layer_met1.png
(10 px per um) Supply wires on this layer in grey.
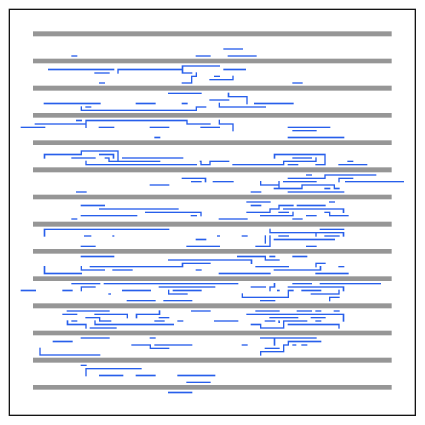
layer_met2.png
(6 px per um) Cells faint in the background.
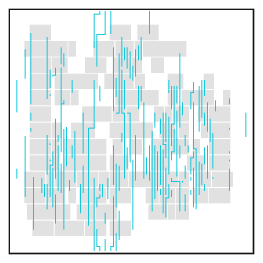
--- config.mk ---
export PLATFORM = sky130hd
export DESIGN_NAME = cond_flags_stage_flat
export DESIGN_NICKNAME = d
export VERILOG_FILES = /design/src/rtl/cond_flags_stage_pkg.sv /design/src/rtl/cond_flags_stage_if.sv /design/src/rtl/cond_flags_stage_cond_check.sv /design/src/rtl/cond_flags_stage.sv /design/src/flat_wrapper.sv
export SDC_FILE = /design/constraint.sdc
export NUM_CORES = 1
export LEC_CHECK = 0
export CAP_MARGIN = 10
export CORE_MARGIN = 2
export CORE_UTILIZATION = 40
export CTS_BUF_LIST = sky130_fd_sc_hd__clkbuf_8 sky130_fd_sc_hd__clkbuf_16
export DETAILED_ROUTE_END_ITERATION = 7
export GPL_TIMING_DRIVEN = 0
export PLACE_DENSITY = 0.83
export SETUP_SLACK_MARGIN = 0.1
export SLEW_MARGIN = 20
export SYNTH_ARGS = -nofsm -noshare
export SYNTH_HDL_FRONTEND = slang
export SYNTH_HIERARCHICAL = 1
export SYNTH_SLANG_ARGS = --single-unit
--- constraint.sdc ---
create_clock -name clk -period 4.8 [get_ports clk]
set_input_delay 0.96 -clock clk [delete_from_list [all_inputs] [get_ports clk]]
set_output_delay 0.96 -clock clk [all_outputs]
set_load 0.1 [all_outputs]
--- src/rtl/cond_flags_stage_pkg.sv ---
`default_nettype none
// +----------------------------------------------------------------------------+
// | cond_pkg : shared types and constants for the condition/flags stage        |
// | Rev 1.0                                                                    |
// +----------------------------------------------------------------------------+
package cond_pkg;

   typedef enum logic [3:0] {
      EQ = 4'h0, NE = 4'h1, CS = 4'h2, CC = 4'h3,
      MI = 4'h4, PL = 4'h5, VS = 4'h6, VC = 4'h7,
      HI = 4'h8, LS = 4'h9, GE = 4'hA, LT = 4'hB,
      GT = 4'hC, LE = 4'hD, AL = 4'hE, NV = 4'hF
   } cond_t;

   localparam int FLAG_Z = 0;
   localparam int FLAG_N = 1;
   localparam int FLAG_C = 2;
   localparam int FLAG_V = 3;

   localparam int FW_NZ = 1;
   localparam int FW_CV = 0;

   typedef struct packed {
      logic pcs;
      logic reg_w;
      logic mem_w;
      logic valid;
   } m_ctl_t;

   // ALU reports a borrow on SUB; the architectural C bit means "no borrow".
   function automatic logic arm_carry(input logic alu_c, input logic is_sub);
      return is_sub ? ~alu_c : alu_c;
   endfunction

endpackage
`default_nettype wire

--- src/rtl/cond_flags_stage_if.sv ---
`default_nettype none
// +----------------------------------------------------------------------------+
// | cond_flags_stage_if : E-stage inputs and M-stage outputs of the flags stage|
// | Optional squash_cnt signal present only with COND_SQUASH_CNT_EN.           |
// | Rev 1.0                                                                    |
// +----------------------------------------------------------------------------+
interface cond_flags_stage_if #(
   parameter int CNT_W = 16
);
   logic             en;
   logic             flush;
   logic             valid_e;
   logic [3:0]       cond_e;
   logic [1:0]       flag_w_e;
   logic [3:0]       alu_flags;
   logic             alu_sub;
   logic             pcs_e;
   logic             reg_w_e;
   logic             mem_w_e;
   logic             no_write_e;
   logic             cond_ex_e;
   logic [3:0]       flags_q;
   logic             pcs_m;
   logic             reg_w_m;
   logic             mem_w_m;
   logic             valid_m;
`ifdef COND_SQUASH_CNT_EN
   logic [CNT_W-1:0] squash_cnt;
`endif

   modport master (
      output en, flush, valid_e, cond_e, flag_w_e, alu_flags, alu_sub,
             pcs_e, reg_w_e, mem_w_e, no_write_e,
      input  cond_ex_e, flags_q, pcs_m, reg_w_m, mem_w_m, valid_m
`ifdef COND_SQUASH_CNT_EN
           , squash_cnt
`endif
   );

   modport slave (
      input  en, flush, valid_e, cond_e, flag_w_e, alu_flags, alu_sub,
             pcs_e, reg_w_e, mem_w_e, no_write_e,
      output cond_ex_e, flags_q, pcs_m, reg_w_m, mem_w_m, valid_m
`ifdef COND_SQUASH_CNT_EN
           , squash_cnt
`endif
   );

endinterface
`default_nettype wire

--- src/rtl/cond_flags_stage_cond_check.sv ---
`default_nettype none
// +----------------------------------------------------------------------------+
// | cond_check : combinational ARM condition evaluation against {V,C,N,Z}      |
// | Rev 1.0                                                                    |
// +----------------------------------------------------------------------------+
module cond_check
   import cond_pkg::*;
(
   input  cond_t      cond,
   input  logic [3:0] flags,
   output logic       pass
);

   logic z;
   logic n;
   logic c;
   logic v;

   always_comb begin
      z    = flags[FLAG_Z];
      n    = flags[FLAG_N];
      c    = flags[FLAG_C];
      v    = flags[FLAG_V];
      pass = 1'b0;
      case (cond)
         EQ:      pass = z;
         NE:      pass = ~z;
         CS:      pass = c;
         CC:      pass = ~c;
         MI:      pass = n;
         PL:      pass = ~n;
         VS:      pass = v;
         VC:      pass = ~v;
         HI:      pass = c & ~z;
         LS:      pass = ~c | z;
         GE:      pass = (n == v);
         LT:      pass = (n != v);
         GT:      pass = ~z & (n == v);
         LE:      pass = z | (n != v);
         AL:      pass = 1'b1;
         default: pass = 1'b0;
      endcase
   end

endmodule
`default_nettype wire

--- src/rtl/cond_flags_stage.sv ---
`default_nettype none
// +----------------------------------------------------------------------------+
// | cond_flags_stage : E->M stage holding NZCV and gating write/branch controls|
// | Optional saturating squash counter enabled by COND_SQUASH_CNT_EN.          |
// | Rev 1.0                                                                    |
// +----------------------------------------------------------------------------+
module cond_flags_stage
   import cond_pkg::*;
#(
   parameter int CNT_W = 16
) (
   input  wire logic          clk,
   input  wire logic          reset,
   cond_flags_stage_if.slave  bus
);

   logic [3:0] flags_q;
   logic [3:0] flags_d;
   m_ctl_t     m_q;
   m_ctl_t     m_d;
   logic       cond_pass;
   logic       go;

   // Condition always uses the registered flags, giving the 1-cycle flag latency.
   cond_check u_cond_check (
      .cond  (cond_t'(bus.cond_e)),
      .flags (flags_q),
      .pass  (cond_pass)
   );

   always_comb begin
      go      = bus.valid_e & cond_pass & ~bus.flush;
      flags_d = flags_q;
      m_d     = m_q;
      if (bus.en) begin
         if (go && bus.flag_w_e[FW_NZ]) begin
            flags_d[FLAG_N] = bus.alu_flags[FLAG_N];
            flags_d[FLAG_Z] = bus.alu_flags[FLAG_Z];
         end
         if (go && bus.flag_w_e[FW_CV]) begin
            flags_d[FLAG_V] = bus.alu_flags[FLAG_V];
            flags_d[FLAG_C] = arm_carry(bus.alu_flags[FLAG_C], bus.alu_sub);
         end
         m_d.pcs   = go & bus.pcs_e;
         m_d.reg_w = go & bus.reg_w_e & ~bus.no_write_e;
         m_d.mem_w = go & bus.mem_w_e;
         m_d.valid = go;
      end
   end

   always_ff @(posedge clk) begin
      if (reset) begin
         flags_q <= 4'b0000;
         m_q     <= '0;
      end else begin
         flags_q <= flags_d;
         m_q     <= m_d;
      end
   end

   assign bus.cond_ex_e = cond_pass;
   assign bus.flags_q   = flags_q;
   assign bus.pcs_m     = m_q.pcs;
   assign bus.reg_w_m   = m_q.reg_w;
   assign bus.mem_w_m   = m_q.mem_w;
   assign bus.valid_m   = m_q.valid;

`ifdef COND_SQUASH_CNT_EN
   logic [CNT_W-1:0] squash_cnt_q;
   logic [CNT_W-1:0] squash_cnt_d;

   always_comb begin
      squash_cnt_d = squash_cnt_q;
      if (bus.en && bus.valid_e && !bus.flush && !cond_pass && (squash_cnt_q != '1)) begin
         squash_cnt_d = squash_cnt_q + 1'b1;
      end
   end

   always_ff @(posedge clk) begin
      if (reset) begin
         squash_cnt_q <= '0;
      end else begin
         squash_cnt_q <= squash_cnt_d;
      end
   end

   assign bus.squash_cnt = squash_cnt_q;
`endif

endmodule
`default_nettype wire

--- src/flat_wrapper.sv ---
// flat-port wrapper written by rule: the top's interface ports become plain ports
module cond_flags_stage_flat import cond_pkg::*;
#(
   parameter int CNT_W = 16
)
  (clk, reset, bus_en, bus_flush, bus_valid_e, bus_cond_e, bus_flag_w_e, bus_alu_flags, bus_alu_sub, bus_pcs_e, bus_reg_w_e, bus_mem_w_e, bus_no_write_e, bus_cond_ex_e, bus_flags_q, bus_pcs_m, bus_reg_w_m, bus_mem_w_m, bus_valid_m);
  cond_flags_stage_if #(.CNT_W(CNT_W)) bus_i ();
  input  wire logic clk;
  input  wire logic reset;
  input wire logic [$bits(bus_i.en)-1:0] bus_en;
  input wire logic [$bits(bus_i.flush)-1:0] bus_flush;
  input wire logic [$bits(bus_i.valid_e)-1:0] bus_valid_e;
  input wire logic [$bits(bus_i.cond_e)-1:0] bus_cond_e;
  input wire logic [$bits(bus_i.flag_w_e)-1:0] bus_flag_w_e;
  input wire logic [$bits(bus_i.alu_flags)-1:0] bus_alu_flags;
  input wire logic [$bits(bus_i.alu_sub)-1:0] bus_alu_sub;
  input wire logic [$bits(bus_i.pcs_e)-1:0] bus_pcs_e;
  input wire logic [$bits(bus_i.reg_w_e)-1:0] bus_reg_w_e;
  input wire logic [$bits(bus_i.mem_w_e)-1:0] bus_mem_w_e;
  input wire logic [$bits(bus_i.no_write_e)-1:0] bus_no_write_e;
  output wire logic [$bits(bus_i.cond_ex_e)-1:0] bus_cond_ex_e;
  output wire logic [$bits(bus_i.flags_q)-1:0] bus_flags_q;
  output wire logic [$bits(bus_i.pcs_m)-1:0] bus_pcs_m;
  output wire logic [$bits(bus_i.reg_w_m)-1:0] bus_reg_w_m;
  output wire logic [$bits(bus_i.mem_w_m)-1:0] bus_mem_w_m;
  output wire logic [$bits(bus_i.valid_m)-1:0] bus_valid_m;
  assign bus_i.en = bus_en;
  assign bus_i.flush = bus_flush;
  assign bus_i.valid_e = bus_valid_e;
  assign bus_i.cond_e = bus_cond_e;
  assign bus_i.flag_w_e = bus_flag_w_e;
  assign bus_i.alu_flags = bus_alu_flags;
  assign bus_i.alu_sub = bus_alu_sub;
  assign bus_i.pcs_e = bus_pcs_e;
  assign bus_i.reg_w_e = bus_reg_w_e;
  assign bus_i.mem_w_e = bus_mem_w_e;
  assign bus_i.no_write_e = bus_no_write_e;
  assign bus_cond_ex_e = bus_i.cond_ex_e;
  assign bus_flags_q = bus_i.flags_q;
  assign bus_pcs_m = bus_i.pcs_m;
  assign bus_reg_w_m = bus_i.reg_w_m;
  assign bus_mem_w_m = bus_i.mem_w_m;
  assign bus_valid_m = bus_i.valid_m;
  cond_flags_stage #(.CNT_W(CNT_W)) u_core (.clk(clk), .reset(reset), .bus(bus_i));
endmodule
==> Changelog: implementation <==
### Metrics

- Fillers: 110
- DR WL met2: 686 um
- Post-Synth AOI/OAI Area: 26.12%
- CTS buffer count: 3
- Area fraction in xor and xnor cells: 6.353%
- Post-cts resize count: 0
- Flop share of the area: 18.80%
- Status: finished clean
- H-tree depth: 1
- Post-Route Setup TNS: 0 ps
- Area leader share: 30.12%
- DRT Wirelength: 1.349 mm
- # DRC: 0
- Fraction of layout cells with a size suffix above 1: 9.783%
- Logic Gate Count: 49
- Clock Tree Buf Depth: 2
- Met3 WL: 97 um
- Gr busiest metal: met2
- Syn Std Cell Area: 531.8 um^2
- Leak Pwr: 0.3140 nW
- Main synth FF type: dfxtp_1
- Buffering overhead: 33.33%
- Met3 Use GR: 3.333%
- Yosys stat chip area: 531.8 um^2
- Clock network area share: 4.846%
- Biggest area cells: dfxtp_1 30%, nand2b_1 5.9%, nand4b_1 4.9%, a21oi_1 4.7%, a22oi_1 4.2%
- YS warnings: 6
- Simple share: 28.71%
- First-pass GRT wire length: 2.270 mm
- Clk_skew: 0.1911 ps
- Sink Count: 8
- Final tally of hold violations: 0
- Synth mux share: 2.824%
- Log Warnings: 26
- Worst rel slew slack: 35.41%
- Largest net degree at the start of global routing: 11
- Avg Synthesized Cell Area: 8.441 um^2
- GRT overflow: 0
- Drt wl/cell: 12.61 um
- Most frequent cells in the layout: 26 x clkdlybuf4s50_1, 8 x dfxtp_1, 6 x nor2_1, 5 x nand2b_1, 5 x a21oi_1
- Cell Type Count: 31
- Max Fclk: 0.2242 GHz
- Initial drt markers: 10
- Post-CTS setup repair buffer count: 0
- Initial antenna violation count: 0
- Number of I/O pins: 29
- Cells after Synth: 63
- Tap Cells: 15
- Clk slew on worst S/H paths: 40 ps
- Max Slew Vio Count: 0
- Register area: 160.2 um^2
- ANT cells: 0
- Final Non-Filler Cells: 107
- Post-route setup slack: 339.4 ps
- Min Clock Period, post-route: 4461 ps
- Most instantiated logic cell after routing: clkdlybuf4s50_1
- Syn_nets: 83
- Final net count: 114
- Hold_ws: 498.8 ps
- Nature of the critical path endpoint: output port
- Met1 Track Usage GR: 22.56%
- Synth Seq Share: 30.12%
- Total number of vias: 599
- Flop count: 8
- Number of enable flip-flop cells: 0
- Placed cells: 104
- Met2 Use GR: 37.30%
- Vias/cell: 5.598
- Type of origin of the critical path: input port
- Cts hold-fix bufs: 0
- TritonCTS clock tree: yes
- Comb/total area: 39.94%
Back to the opening pictures, layer_met1.png:
The layer holds 42% of the routed length. 88 nets have wire on it. The wires run mostly horizontal. The longest straight run is 13.3 um. The layer carries 566 um of wire.

Back to the opening pictures, layer_met2.png:
The layer carries 686 um of wire. The longest straight run is 16.7 um. The layer holds 51% of the routed length. The wires run mostly vertical.

## worst max-delay path: stages
cell and delay, ps:
clkdlybuf4s50_1 620, mux2_4 330, a21oi_1 160, o211ai_1 120, a211o_1 340, clkdlybuf4s50_1 980
## report_power, final
group | internal [mW] | switching, mW | total (mW)
sequential | 0.0680 | 0.00134 | 0.0693
clock | 0.0543 | 0.0256 | 0.0799
combinational | 0.0252 | 0.0311 | 0.0563
## path summary, 6_finish.rpt
check,start,end,slack (ps),cells after the start
max,bus_cond_e[2],bus_cond_ex_e,340,6
min,u_core/bus.reg_w_m$_SDFFE_PP0P_,u_core/bus.reg_w_m$_SDFFE_PP0P_,500,2
max reg2reg,u_core/bus.flags_q[1]$_SDFFE_PP0P_,u_core/bus.flags_q[2]$_SDFFE_PP0P_,2690,8
min reg2reg,u_core/bus.reg_w_m$_SDFFE_PP0P_,u_core/bus.reg_w_m$_SDFFE_PP0P_,500,2
## through the flow
step / power [mW] / instance area, um^2
after global placement: 0.1253 / 810.8
final: 0.2055 / 852.1
after detailed placement: 0.1264 / 810.8
after CTS: 0.2081 / 852.1
after global routing: 0.2149 / 852.1
after floorplan: 0.1034 / 531.8
## flip-flops by register name, indices dropped and copies added, names as in the netlist
signal / count
u_core/bus.flags_q: 4
u_core/bus.mem_w_m: 1
u_core/bus.pcs_m: 1
u_core/bus.reg_w_m: 1
u_core/bus.valid_m: 1
## synthesized netlist by cell type, types with 2 or more instances
master and count:
a211o_1 2, a21oi_1 5, a22oi_1 3, clkbuf_1 2, dfxtp_1 8, inv_1 2
nand2_1 2, nand2b_1 5, nand4b_1 3, nor2_1 6, nor3_1 2, o211ai_1 2
o21ai_1 3
Power figures rest on the tool's default switching activity, not on a simulated workload.
